Figure 1. Floorplan with the power grid (run 1).
Scale bar: 20 um. Pins as bars on the die edge. Tap cells in gray.
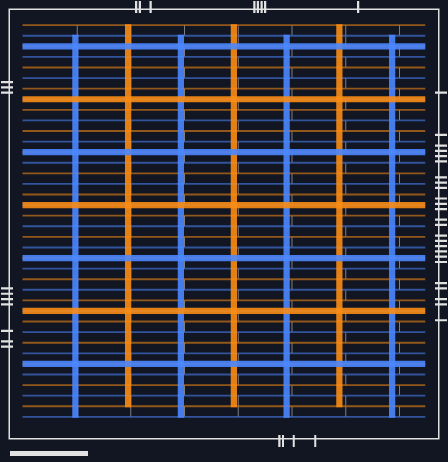
Figure 2. Cell classes on the final placement (run 1).
Scale bar: 20 um.
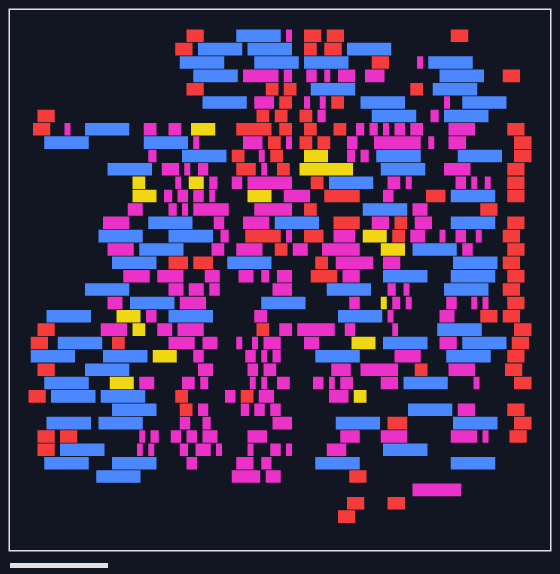
Figure 3. Clock network drawn from the DEF (run 1).
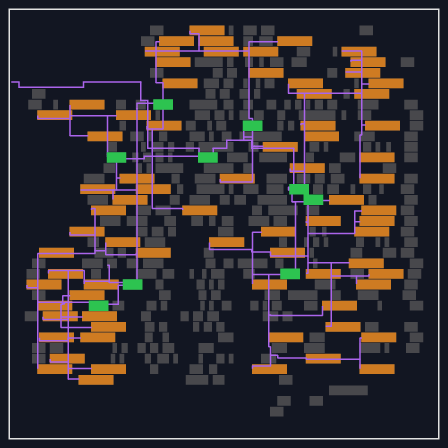
===== config.mk =====
export PLATFORM = sky130hd
export DESIGN_NAME = seg7_capture
export DESIGN_NICKNAME = d
export VERILOG_FILES = /design/src/rtl/seg7_capture.sv
export SDC_FILE = /design/constraint.sdc
export NUM_CORES = 1
export LEC_CHECK = 0
export CELL_PAD_IN_SITES_DETAIL_PLACEMENT = 1
export CELL_PAD_IN_SITES_GLOBAL_PLACEMENT = 1
export CORE_MARGIN = 3
export CORE_UTILIZATION = 30
export DETAILED_ROUTE_END_ITERATION = 10
export GPL_ROUTABILITY_DRIVEN = 0
export PLACE_DENSITY = 0.6
export SLEW_MARGIN = 15
export SYNTH_ARGS = -nofsm -noshare
export SYNTH_HDL_FRONTEND = slang
export SYNTH_SLANG_ARGS = --single-unit

===== constraint.sdc =====
create_clock -name clk -period 2.6 [get_ports clk]
set_clock_uncertainty 0.05 [all_clocks]
set_input_delay 0.65 -clock clk [delete_from_list [all_inputs] [get_ports clk]]
set_output_delay 0.65 -clock clk [all_outputs]
set_load 0.01 [all_outputs]

===== src/rtl/seg7_capture.sv =====
// seg7_capture: reads back a multiplexed 7-segment display bus.
// Segment lines and one-hot digit strobes are synchronised, then held stable
// for STABLE_CYCLES samples, then decoded back to a hex nibble per digit.
module seg7_capture #(
  parameter int NUM_DIGITS    = 4,
  parameter int STABLE_CYCLES = 3,
  parameter int ACTIVE_LOW    = 0,
  localparam int IDX_W        = (NUM_DIGITS > 1) ? $clog2(NUM_DIGITS) : 1
) (
  input  logic                    clk,
  input  logic                    rst,
  input  logic [6:0]              segments,
  input  logic [NUM_DIGITS-1:0]   digit_sel,
  input  logic                    err_clear,
  output logic [4*NUM_DIGITS-1:0] digits,
  output logic [NUM_DIGITS-1:0]   digit_valid,
  output logic [NUM_DIGITS-1:0]   digit_err,
  output logic                    upd_valid,
  output logic [IDX_W-1:0]        upd_idx,
  output logic [3:0]              upd_nibble,
  output logic                    upd_err,
  output logic                    frame_done
);

  localparam int CNT_W = $clog2(STABLE_CYCLES + 1);
  localparam logic [CNT_W-1:0] CNT_TGT = CNT_W'(STABLE_CYCLES);

  typedef enum logic [1:0] {IDLE, SETTLE, HOLD} state_t;

  state_t                  state, state_n;
  logic [6:0]              seg_in, seg_p0, s_seg, ref_seg;
  logic [NUM_DIGITS-1:0]   sel_in, sel_p0, s_sel, ref_sel;
  logic [NUM_DIGITS-1:0]   seen;
  logic [CNT_W-1:0]        cnt, cnt_n, cnt_inc;
  logic                    sel_ok, match, load, commit;
  logic [4:0]              dec;
  logic                    bad_glyph;

  // Exact-match glyph lookup; returns {known, nibble}
  function automatic logic [4:0] decode7(input logic [6:0] g);
    logic [4:0] r;
    case (g)
      7'h3F: r = 5'h10;  7'h06: r = 5'h11;  7'h5B: r = 5'h12;  7'h4F: r = 5'h13;
      7'h66: r = 5'h14;  7'h6D: r = 5'h15;  7'h7D: r = 5'h16;  7'h07: r = 5'h17;
      7'h7F: r = 5'h18;  7'h6F: r = 5'h19;  7'h77: r = 5'h1A;  7'h7C: r = 5'h1B;
      7'h39: r = 5'h1C;  7'h5E: r = 5'h1D;  7'h79: r = 5'h1E;  7'h71: r = 5'h1F;
      default: r = 5'h00;
    endcase
    return r;
  endfunction

  // Position of the set bit in a one-hot strobe
  function automatic logic [IDX_W-1:0] onehot_idx(input logic [NUM_DIGITS-1:0] s);
    logic [IDX_W-1:0] r;
    r = '0;
    for (int i = 0; i < NUM_DIGITS; i++)
      if (s[i]) r = IDX_W'(i);
    return r;
  endfunction

  assign seg_in    = (ACTIVE_LOW != 0) ? ~segments  : segments;
  assign sel_in    = (ACTIVE_LOW != 0) ? ~digit_sel : digit_sel;
  assign sel_ok    = $onehot(s_sel);
  assign match     = (s_seg == ref_seg) && (s_sel == ref_sel);
  assign cnt_inc   = (cnt == '1) ? cnt : cnt + CNT_W'(1);
  assign dec       = decode7(s_seg);
  assign bad_glyph = !dec[4] && (s_seg != 7'h00);

  // Two-flop synchroniser on all segment and strobe lines
  always_ff @(posedge clk or posedge rst) begin
    if (rst) begin
      seg_p0 <= '0;
      sel_p0 <= '0;
      s_seg  <= '0;
      s_sel  <= '0;
    end else begin
      seg_p0 <= seg_in;
      sel_p0 <= sel_in;
      s_seg  <= seg_p0;
      s_sel  <= sel_p0;
    end
  end

  // FSM state, stability counter and reference sample
  always_ff @(posedge clk or posedge rst) begin
    if (rst) begin
      state   <= IDLE;
      cnt     <= '0;
      ref_seg <= '0;
      ref_sel <= '0;
    end else begin
      state <= state_n;
      cnt   <= cnt_n;
      if (load) begin
        ref_seg <= s_seg;
        ref_sel <= s_sel;
      end
    end
  end

  // Next-state: restart the count on any change, commit once per stable run
  always_comb begin
    state_n = state;
    cnt_n   = cnt;
    load    = 1'b0;
    commit  = 1'b0;
    case (state)
      IDLE: begin
        if (sel_ok) begin
          load = 1'b1;
          if (STABLE_CYCLES == 1) begin
            commit  = 1'b1;
            state_n = HOLD;
          end else begin
            cnt_n   = CNT_W'(1);
            state_n = SETTLE;
          end
        end
      end
      SETTLE: begin
        if (!sel_ok) begin
          state_n = IDLE;
        end else if (!match) begin
          load  = 1'b1;
          cnt_n = CNT_W'(1);
        end else begin
          cnt_n = cnt_inc;
          if (cnt_inc >= CNT_TGT) begin
            commit  = 1'b1;
            state_n = HOLD;
          end
        end
      end
      HOLD: begin
        if (!match) begin
          if (!sel_ok) begin
            state_n = IDLE;
          end else begin
            load    = 1'b1;
            cnt_n   = CNT_W'(1);
            state_n = SETTLE;
          end
        end
      end
      default: state_n = IDLE;
    endcase
  end

  // Commit bookkeeping: per-digit value/valid/error, update pulse, frame tracking
  always_ff @(posedge clk or posedge rst) begin
    if (rst) begin
      digits      <= '0;
      digit_valid <= '0;
      digit_err   <= '0;
      upd_valid   <= 1'b0;
      upd_idx     <= '0;
      upd_nibble  <= '0;
      upd_err     <= 1'b0;
      frame_done  <= 1'b0;
      seen        <= '0;
    end else begin
      upd_valid  <= commit;
      frame_done <= 1'b0;
      digit_err  <= err_clear ? '0 : digit_err;
      if (commit) begin
        upd_idx    <= onehot_idx(s_sel);
        upd_nibble <= dec[4] ? dec[3:0] : 4'h0;
        upd_err    <= bad_glyph;
        for (int d = 0; d < NUM_DIGITS; d++) begin
          if (s_sel[d]) begin
            if (dec[4]) begin
              digits[4*d +: 4] <= dec[3:0];
              digit_valid[d]   <= 1'b1;
            end else begin
              digit_valid[d] <= 1'b0;
              if (bad_glyph) digit_err[d] <= 1'b1;
            end
          end
        end
        if ((seen | s_sel) == {NUM_DIGITS{1'b1}}) begin
          frame_done <= 1'b1;
          seen       <= '0;
        end else begin
          seen <= seen | s_sel;
        end
      end
    end
  end

endmodule

==> results_slide.txt, run 1 <==
Physical Implementation Snapshot

Outcome
  • Status: complete, but fails checks
  • Failing checks: setup timing

Worst setup path
  • Delay-heaviest family, CP: adder cells
  • R2R Setup Slk: -0.16 ns
  • Critical Path RT: roughly 2.8 ns
  • Worst Setup SP: s_sel[0]$_DFF_PP0_
  • Crit Path Max Fanout: 8
  • CP Cell Sequence: inv_2 -> fa_1 -> inv_1 -> ha_2 -> ha_4 -> nor2_4 -> nand4_1 -> nor4_4 -> buf_6 -> buf_8 -> o211ai_4 -> mux2_4
  • R2R cell count: 12
  • Worst path bufs/invs: 4
  • WP depth: 12
  • Data arrival, critical path: just under 3 ns
  • Critical path capture point: digits[12]$_DFFE_PP0P_
  • Worst r2r src: s_sel[0]$_DFF_PP0_
  • Critical path type: register to register
  • Crit path launch type: register

Synth
  • Synthesized area: about 3200 sq um
  • Synth area leader: dfrtp_1
  • Synth Seq Share: 0.571
  • Ys cells: 268
  • Cell area leaders: dfrtp_1 57%, mux2_2 4.5%, xnor2_1 3.0%
  • YS chip area: roughly 3200 sq um
  • Post-Syn Nets: between 200 and 300
  • Distinct cell type count after synthesis: about 53
  • Cells after synthesis: 268
  • Warnings, synthesis: 0
  • Asr flop ratio synth: 1.00
  • Synth Flop Type: dfrtp_1
  • Top-area cell share: 0.571
  • Registers, synthesis: around 74

CTS
  • Clock buffer depth: 2
  • CTS tree: done
  • Post-CTS Hold Fix Bufs: 0
  • Htree depth: 3
  • CTS Sinks: roughly 74
  • Clock root buffer: clkbuf_8
  • Reg clk slew, reported paths: 0.08 ns
  • CTS Buf Count: 9

Power
  • Sequential power share: 0.490
  • P_leak: 1.96 nW
  • Sw frac: 0.268
  • Internal Pwr Total: approximately 2 mW
  • Peak supply drop: 0.336 mV
  • Pwr Density: 602 nW/um^2
  • Part of the power in combinational logic: 0.173
  • P_sw: around 0.73 mW

Floorplan
  • Row cnt: 37
  • Chip Area: 12100 sq um
  • Die H: 110 um
  • Die W: between 100 and 150 um
  • Initial Utilization: 0.311
  • I/O pin count: between 40 and 50

Final timing
  • Max transition margin: 0.327
  • Final setup viols: about 42
  • PnR worst setup slack: -0.158 ns
  • RSZ-0062 raised after global routing: true
  • Max Fclk: ~0.36 GHz
  • Post-Route Setup TNS: -3.43 ns
  • Final worst-path cycle share: 1.06
  • Crit path time final: between 2 and 3 ns
  • Hold Vio Cnt, Final: 0

GRT
  • Global-route wire length before repair: around 13000 um
  • Gr busiest metal: met2
  • GR Util All Layers: 0.141
  • Met1 usage: 0.177
  • Number of global-route vias before repair: about 2600
  • Total grt overflow: 0
  • Met2 GRT Util: 0.238
  • Largest net degree at the start of global routing: 25
  • Initial antenna violation count: 0

Drt
  • Drt pass-1 iters: 4
  • DRC viols: 0
  • Routed WL per cell: 16.3 um
  • Routed WL: between 8000 and 9000 um
  • DR vias: 2342

Layout
  • Layout cells sized above 1: 0.285
  • Nets: 366
  • Layout Area Growth over Synthesis: 39.6%
  • Most numerous logic cells after layout: 74 x dfrtp_1, 46 x clkdlybuf4s50_1, 30 x buf_4
  • Layout Utilization: 0.435
  • Ant diodes: 0
  • Most frequent logic cell in the layout: dfrtp_1

Placement
  • Port Buf Inserts: around 46
  • Hpwl dp: roughly 5500 um

Hold path
  • Worst min path class: register to register

Flow run
  • OpenROAD warning count: 29
  • Max cap viols: 0
-- Figure 1 (at the start) --
Key: VDD = orange; VSS = blue
38 met1 rails follow the rows. The core has 37 rows.

-- Figure 2 (at the start) --
Key: clock drivers and dummy loads = yellow [cells 16]; remaining logic cells = magenta [cells 177]; registers = blue [cells 74]; remaining buffers and delay cells = red [cells 87]

-- Figure 3 (at the start) --
Key: clock-net drivers = green [count 9]; flip-flops = orange [count 74]; clock wires = purple [length 1000 um]
There are 10 routed clock nets.
clock-net power: 0.920 mW
clock power share: 0.337
worst-skew pair later-pin latency: 0.35 ns

run 1: synthesized netlist by cell type, drive strengths merged, types with 3 or more instances:
library cell / instances
xnor2: 11
nand4: 7
nor2: 16
inv: 22
o21ai: 4
or3: 4
a2bb2oi: 4
o2bb2ai: 4
nand2b: 3
nand3: 7
a21bo: 4
clkbuf: 6
a32o: 5
a21oi: 10
a31oi: 3
o22ai: 6
nor4: 5
dfrtp: 74
o211ai: 7
nand2: 10
mux2: 17
buf: 11
run 1: per-layer routing:
| layer | vias up | wire length (um) |
|---|---|---|
| met5 | - | 0 |
| met4 | 0 | 97 |
| met3 | 7 | 252 |
| met2 | 48 | 4010 |
| met1 | 1176 | 3650 |
| li1 | 1111 | - |
run 1: what timing repair did:
item                       4_1_cts  5_1_grt
resized                         29       11
pin swaps                        5        4
setup buffers                   15        3
setup endpoints to repair       39       47
run 1: kinds of logic after synthesis:
kind of cell / share of synthesized area
AND/OR/NAND/NOR: 0.121
XOR/XNOR: 0.0324
multiplexers: 0.0644
adder cells (fa/ha/maj): 0.0139
flip-flops: 0.571
AND-OR/OR-AND: 0.142
buffers and inverters: 0.0556
run 1: layout make-up:
cell class	instances	area, sq um
clock buffers	11	141
flip-flops and latches	74	1850
clock inverters	5	61.3
inverters	22	82.6
repair buffers	87	843
fillers	1124	5890
multi-input cells	155	1380
well taps	136	170
run 1: sequential cells by signal, indices dropped and copies added, names as in the netlist, 7 cells and up:
| signal | cells |
|---|---|
| ref_seg | 7 |
| digits | 16 |
| seg_p0 | 7 |
| s_seg | 7 |
run 1: power groups by stage:
stage | sequential [mW] | clock, mW | combinational [mW]
2_1_floorplan | 1.32 | 0 | 0.286
3_3_place_gp | 1.34 | 0 | 0.366
3_5_place_dp | 1.35 | 0 | 0.375
4_1_cts | 1.33 | 0.942 | 0.470
5_1_grt | 1.35 | 0.998 | 0.516
6_report | 1.34 | 0.920 | 0.471
run 1: worst min path at each step:
stage	from	to	slack [ns]	cells past startpoint
floorplan	seg_p0[0]$_DFF_PP0_	s_seg[0]$_DFF_PP0_	0.28	0
finish	sel_p0[0]$_DFF_PP0_	s_sel[0]$_DFF_PP0_	0.29	0
detailed placement	sel_p0[0]$_DFF_PP0_	s_sel[0]$_DFF_PP0_	0.29	0
global route	sel_p0[0]$_DFF_PP0_	s_sel[0]$_DFF_PP0_	0.31	0
CTS	sel_p0[1]$_DFF_PP0_	s_sel[1]$_DFF_PP0_	0.30	0
global placement	seg_p0[0]$_DFF_PP0_	s_seg[0]$_DFF_PP0_	0.28	0
run 1: stage by stage:
step	power [mW]	cell area (sq um)	std cells	setup WS, ns	hold WS, ns
after floorplan	1.61	3270	268	-0.0976	0.281
after global placement	1.71	4000	457	-0.0922	0.283
after detailed placement	1.73	4000	457	-0.207	0.286
after CTS	2.74	4440	488	-0.152	0.297
after global routing	2.86	4530	490	-0.253	0.306
final	2.73	4530	490	-0.158	0.292
==> run 1 -> run 2 <==
==> constraint.sdc (replaced) <==
create_clock -name clk -period 2.23 [get_ports clk]
set_clock_uncertainty 0.05 [all_clocks]
set_input_delay 0.5575 -clock clk [delete_from_list [all_inputs] [get_ports clk]]
set_output_delay 0.5575 -clock clk [all_outputs]
set_load 0.01 [all_outputs]
Figure 4. Signal wires by layer (run 2).
Scale bar: 20 um. Only two layers are drawn.
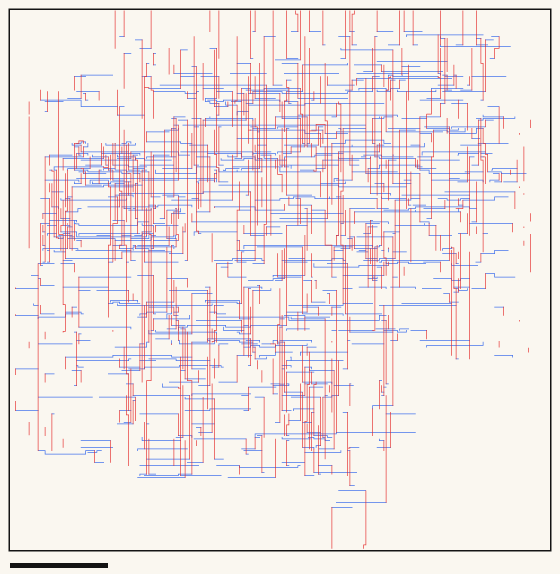
Key: M1 = blue [wire length 3650 um]; M2 = red [wire length 4000 um]

==> results_slide.txt, run 2 <==
Physical Implementation Snapshot

Outcome
  • Status: complete, but fails checks
  • Failing checks: setup timing

Worst setup path
  • Data arrival, critical path: between 2 and 3 ns
  • Worst r2r src: s_sel[0]$_DFF_PP0_
  • Crit Path Max Fanout: 14
  • R2R Setup Slk: -0.43 ns
  • Critical path type: register to register
  • R2R cell count: 11
  • Worst path bufs/invs: 4
  • Crit path launch type: register
  • Delay-heaviest family, CP: adder cells

Synth
  • Cells after synthesis: approximately 270
  • Synth area leader: dfrtp_1
  • Top cells by count: 74 x dfrtp_1, 22 x inv_1, 16 x nor2_1
  • Most numerous cell in the Yosys netlist: dfrtp_1
  • Top-area cell share: 0.571
  • Distinct cell type count after synthesis: 53
  • Cell area leaders: dfrtp_1 57%, mux2_2 4.5%, xnor2_1 3.0%
  • YS chip area: approximately 3200 sq um
  • Post-Syn Nets: between 200 and 300
  • Asr flop ratio synth: 1.00
  • Synth Seq Share: 0.571
  • Warnings, synthesis: 0
  • Synth Flop Type: dfrtp_1
  • Registers, synthesis: roughly 74

Hold path
  • Hold Path End: s_seg[0]$_DFF_PP0_
  • HP Start: seg_p0[0]$_DFF_PP0_
  • Worst min path class: register to register

Layout
  • Fin cells: roughly 500
  • Layout Utilization: 0.439
  • Comb area: around 1400 sq um
  • Layout cells sized above 1: 0.323
  • FF+latch area: ~1900 sq um
  • Non-Filler Cell Area, Final: 4570 sq um
  • Nets: 377
  • Max reg flops: 16
  • Most numerous logic cells after layout: 73 x dfrtp_1, 46 x clkdlybuf4s50_1, 43 x buf_4
  • Most frequent logic cell in the layout: dfrtp_1
  • Register with the most flip-flops: digits
  • Layout Area Growth over Synthesis: 41.0%
  • FILL cells: roughly 1100
  • Ant diodes: 0

CTS
  • Clock root buffer: clkbuf_8
  • Htree depth: 3
  • CTS Sinks: 74
  • Reg clk slew, reported paths: approximately 0.080 ns
  • CTS tree: done
  • CTS Buf Count: 9
  • Clock buffer depth: 2

Drt
  • Routed WL: 7960 um
  • DRC viols: 0
  • Drt pass-1 iters: 4
  • Routed WL per cell: 15.9 um
  • DR vias: about 2400

Floorplan
  • I/O pin count: approximately 47
  • Chip Area: roughly 12000 sq um
  • Initial Utilization: 0.311
  • Die H: about 110 um
  • Row cnt: 37
  • Die W: around 110 um

Placement
  • Dpl cells: 473
  • DP Worst Slack: -0.483 ns
  • Hpwl dp: between 5000 and 6000 um
  • Port Buf Inserts: 46

GRT
  • Initial antenna violation count: 0
  • Number of global-route vias before repair: about 2500
  • GR Util All Layers: 0.141
  • Global-route wire length before repair: 13000 um

Flow run
  • OpenROAD warning count: 29
  • Max cap viols: 0

Power
  • Part of the power in combinational logic: 0.192
  • P_sw: roughly 0.9 mW
  • Internal Pwr Total: between 2 and 2.5 mW
  • Pwr Density: 679 nW/um^2
  • P_leak: slightly above 2 nW
  • Clock power share: 0.309
  • Peak supply drop: 0.422 mV

Final timing
  • PnR worst setup slack: -0.429 ns
  • Final worst-path cycle share: 1.19
  • Post-Route Setup TNS: -16.50 ns
  • Max transition margin: 0.659
  • RSZ-0062 raised after global routing: true
  • Crit path time final: 2.66 ns
  • Max Fclk: between 0.3 and 0.4 GHz
  • Final setup viols: about 51
==> run 2: cell counts after synthesis <==
No cell type changed its count.
==> run 2: worst max path at each step <==
stage / startpoint / endpoint / slack [ns] / cells after the start
after floorplan: s_sel[0]$_DFF_PP0_ / digits[12]$_DFFE_PP0P_ / -0.44 / 11
after global placement: s_sel[0]$_DFF_PP0_ / digits[4]$_DFFE_PP0P_ / -0.38 / 11
after detailed placement: s_sel[0]$_DFF_PP0_ / digits[4]$_DFFE_PP0P_ / -0.48 / 11
after CTS: s_sel[0]$_DFF_PP0_ / digits[8]$_DFFE_PP0P_ / -0.44 / 11
after global routing: s_sel[0]$_DFF_PP0_ / digits[8]$_DFFE_PP0P_ / -0.55 / 11
final: s_sel[0]$_DFF_PP0_ / upd_nibble[3]$_DFFE_PP0P_ / -0.43 / 11
==> run 2: power by group through the flow <==
| stage | Combinational, mW | Sequential [mW] | Clock [mW] |
|---|---|---|---|
| 2_1_floorplan | 0.398 | 1.55 | 0 |
| 3_3_place_gp | 0.521 | 1.57 | 0 |
| 3_5_place_dp | 0.529 | 1.57 | 0 |
| 4_1_cts | 0.597 | 1.55 | 1.01 |
| 5_1_grt | 0.652 | 1.57 | 1.06 |
| 6_report | 0.597 | 1.55 | 0.959 |
==> run 2: cells by family (layout without fill, tap and decap cells) <==
logic type	count (synthesis)	count (layout)	synth area share
XOR/XNOR	12	12	0.0324
multiplexers	18	18	0.0644
buffers and inverters	39	136	0.0556
AND-OR/OR-AND	57	57	0.142
flip-flops	74	74	0.571
AND/OR/NAND/NOR	65	65	0.121
adder cells (fa/ha/maj)	3	3	0.0139
==> run 2: per-layer routing <==
metal	vias up	GRT usage	wire length (um)
met5	-	0	0
met4	0	0.0472	118
met3	11	0.0309	199
met2	34	0.227	4000
met1	1218	0.188	3650
li1	1136	-	-
==> run 2: stage by stage <==
step,total power [mW],hold WS [ns]
after CTS,3.16,0.307
after global routing,3.29,0.313
after detailed placement,2.10,0.286
after global placement,2.09,0.282
after floorplan,1.94,0.281
final,3.11,0.303
==> run 2: layout make-up <==
type	instances	share of cell area
clock buffers	10	0.0279
clock inverters	6	0.0109
inverters	22	0.0189
multi-input cells	155	0.297
flip-flops and latches	74	0.405
well taps	136	0.0372
repair buffers	98	0.203
==> run 2: timing repair <==
item | CTS | global route
pin swaps | 3 | 3
gates resized | 13 | 10
cloned | 1 | 0
buffers inserted | 8 | 4
hold buffers | 0 | 0
setup endpoints to repair | 51 | 51
==> run 2: worst register-to-register path, cell delays in order (launching register included) <==
cell and delay, ns:
dfrtp_2 0.38, inv_2 0.05, fa_1 0.53, inv_1 0.04
ha_2 0.17, ha_4 0.22, nor2_4 0.10, nand4_1 0.16
nor4_4 0.22, buf_12 0.19, buf_4 0.13, mux2_2 0.32
==> run 2 -> run 3 <==
==> constraint.sdc (replaced) <==
create_clock -name clk -period 2.23 [get_ports clk]
set_clock_uncertainty 0.05 [all_clocks]
set_input_delay 0.5575 -clock clk [delete_from_list [all_inputs] [get_ports clk]]
set_output_delay 0.5575 -clock clk [all_outputs]
set_load 0.02 [all_outputs]
Figure 5. Clock network drawn from the DEF (run 3).
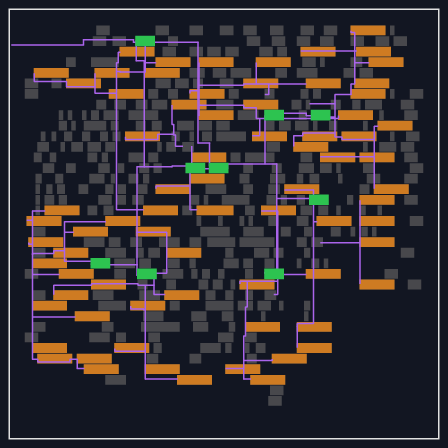
clock-net power: 0.959 mW
clock power share: 0.309

==> results_slide.txt, run 3 <==
Physical Implementation Snapshot

Drt
  • DRC viols: 0
  • Routed WL per cell: roughly 16 um
  • DR vias: roughly 2400
  • Routed WL: between 7000 and 8000 um
  • Drt pass-1 iters: 4

GRT
  • Number of global-route vias before repair: approximately 2500
  • Met3 usage: 0.0309
  • GR Util All Layers: 0.141
  • Total grt overflow: 0
  • Initial antenna violation count: 0
  • Gr busiest metal: met2
  • Met2 GRT Util: 0.227
  • Largest net degree at the start of global routing: between 40 and 50
  • Met1 usage: 0.188
  • Global-route wire length before repair: between 10000 and 15000 um

Synth
  • Registers, synthesis: between 70 and 80
  • Asr flop ratio synth: 1.00
  • Post-Syn Nets: 285
  • Top-area cell share: 0.571
  • Synthesized area: between 3000 and 4000 sq um
  • Distinct cell type count after synthesis: about 53
  • Synth area leader: dfrtp_1
  • Synth Flop Type: dfrtp_1
  • YS chip area: around 3200 sq um
  • Cell area leaders: dfrtp_1 57%, mux2_2 4.5%, xnor2_1 3.0%
  • Top cells by count: 74 x dfrtp_1, 22 x inv_1, 16 x nor2_1
  • Synth Seq Share: 0.571
  • Ys cells: ~270
  • Warnings, synthesis: 0

CTS
  • Worst-skew pair later-pin latency: 0.35 ns
  • Post-CTS Hold Fix Bufs: 0
  • CTS Buf Count: 9
  • Reg clk slew, reported paths: roughly 0.080 ns
  • Clock root buffer: clkbuf_8
  • CTS Sinks: ~74
  • Htree depth: 3
  • Clock buffer depth: 2
  • CTS tree: done

Placement
  • Cell Area, Placed: 4210 sq um
  • Port Buf Inserts: ~46
  • Hpwl dp: around 5700 um

Floorplan
  • Die H: about 110 um
  • I/O pin count: ~47
  • Row cnt: 37
  • Die W: 110 um
  • Chip Area: between 10000 and 15000 sq um
  • Initial Utilization: 0.311

Final timing
  • Post-Route Setup TNS: -16.50 ns
  • PnR worst setup slack: -0.429 ns
  • Final worst-path cycle share: 1.19
  • Hold slack: 0.303 ns
  • RSZ-0062 raised after global routing: true
  • Max transition margin: 0.659
  • Crit path time final: roughly 2.7 ns
  • Final setup viols: approximately 51

Layout
  • Max reg flops: 16
  • Ant diodes: 0
  • Comb area: approximately 1400 sq um
  • Non-Filler Cell Area, Final: approximately 4600 sq um
  • FF+latch area: 1850 sq um
  • Most numerous logic cells after layout: 73 x dfrtp_1, 46 x clkdlybuf4s50_1, 43 x buf_4
  • Register with the most flip-flops: digits
  • Layout cells sized above 1: 0.323
  • Nets: approximately 380
  • Most frequent logic cell in the layout: dfrtp_1
  • FILL cells: approximately 1100

Outcome
  • Status: complete, but fails checks
  • Failing checks: setup timing

Power
  • Total power: between 3 and 4 mW
  • Pwr Density: around 680 nW/um^2
  • Peak supply drop: around 0.42 mV

Worst setup path
  • Delay-heaviest family, CP: adder cells
  • Worst Setup SP: s_sel[0]$_DFF_PP0_
  • Crit Path Max Fanout: 14
  • Crit path launch type: register
  • Worst r2r src: s_sel[0]$_DFF_PP0_
  • Critical Path RT: between 2 and 2.5 ns
  • Worst path bufs/invs: 4
  • R2R Setup Slk: -0.43 ns
  • Data arrival, critical path: 2.85 ns
  • Critical path type: register to register
  • CP Cell Sequence: inv_2 -> fa_1 -> inv_1 -> ha_2 -> ha_4 -> nor2_4 -> nand4_1 -> nor4_4 -> buf_12 -> buf_4 -> mux2_2

Flow run
  • OpenROAD warning count: 29
  • Max cap viols: 0

Hold path
  • HP Start: seg_p0[0]$_DFF_PP0_
  • Worst min path class: register to register
==> run 3: cell counts after synthesis <==
Identical to the previous run, type by type.
==> run 3: metal layers <==
metal  routed length, um  vias to the layer above
li1                    -                     1136
met5                   0                        -
met1                3650                     1218
met4                 118                        0
met2                4000                       34
met3                 199                       11
==> run 3: per-stage QoR <==
stage / setup slack [ns] / utilization / cells
global placement: -0.377 / 0.404 / 473
global route: -0.551 / 0.439 / 501
finish: -0.429 / 0.439 / 501
CTS: -0.439 / 0.434 / 498
floorplan: -0.444 / - / 268
detailed placement: -0.483 / 0.404 / 473
==> run 3: area by class of cell <==
class | count | area share
clock buffer | 10 | 0.0279
tap | 136 | 0.0372
inverter | 22 | 0.0189
sequential | 74 | 0.405
multi-input combinational | 155 | 0.297
timing repair buffer | 98 | 0.203
clock inverter | 6 | 0.0109
==> run 3: kinds of logic after synthesis <==
| group | synth area share |
|---|---|
| AOI/OAI and AO/OA | 0.142 |
| xor gates and xnor gates | 0.0324 |
| adders and majority gates | 0.0139 |
| buffers and inverters | 0.0556 |
| DFF | 0.571 |
| muxes | 0.0644 |
| and+or+nand+nor | 0.121 |
==> run 3: repair_timing <==
item,4_1_cts,5_1_grt
resized,13,10
setup endpoints to repair,51,51
cloned,1,0
buffers inserted,8,4
pin swaps,3,3
==> run 3: power by group <==
group / switching, mW / leakage [nW] / internal (mW) / total [mW]
Combinational: 0.240 / 0.986 / 0.357 / 0.597
Clock: 0.543 / 0.0835 / 0.416 / 0.959
Sequential: 0.0956 / 0.952 / 1.46 / 1.55
Total: 0.879 / 2.02 / 2.23 / 3.11
==> run 3: worst paths after layout <==
check,endpoint,depth (start not counted)
worst min-delay path,s_seg[0]$_DFF_PP0_,0
worst min register to register,s_seg[0]$_DFF_PP0_,0
max in group asynchronous,upd_idx[0]$_DFFE_PP0P_,3
min in group asynchronous,sel_p0[1]$_DFF_PP0_,3
worst max register to register,upd_nibble[3]$_DFFE_PP0P_,11
worst max-delay path,upd_nibble[3]$_DFFE_PP0P_,11
==> run 3: worst register-to-register path: cells and delay by family, from the launching register on <==
kind | cells | cell delay (ns)
adders and majority gates | 3 | 0.92
buffers and inverters | 4 | 0.41
DFF | 1 | 0.38
and+or+nand+nor | 3 | 0.48
muxes | 1 | 0.32
Power figures rest on the tool's default switching activity, not on a simulated workload.
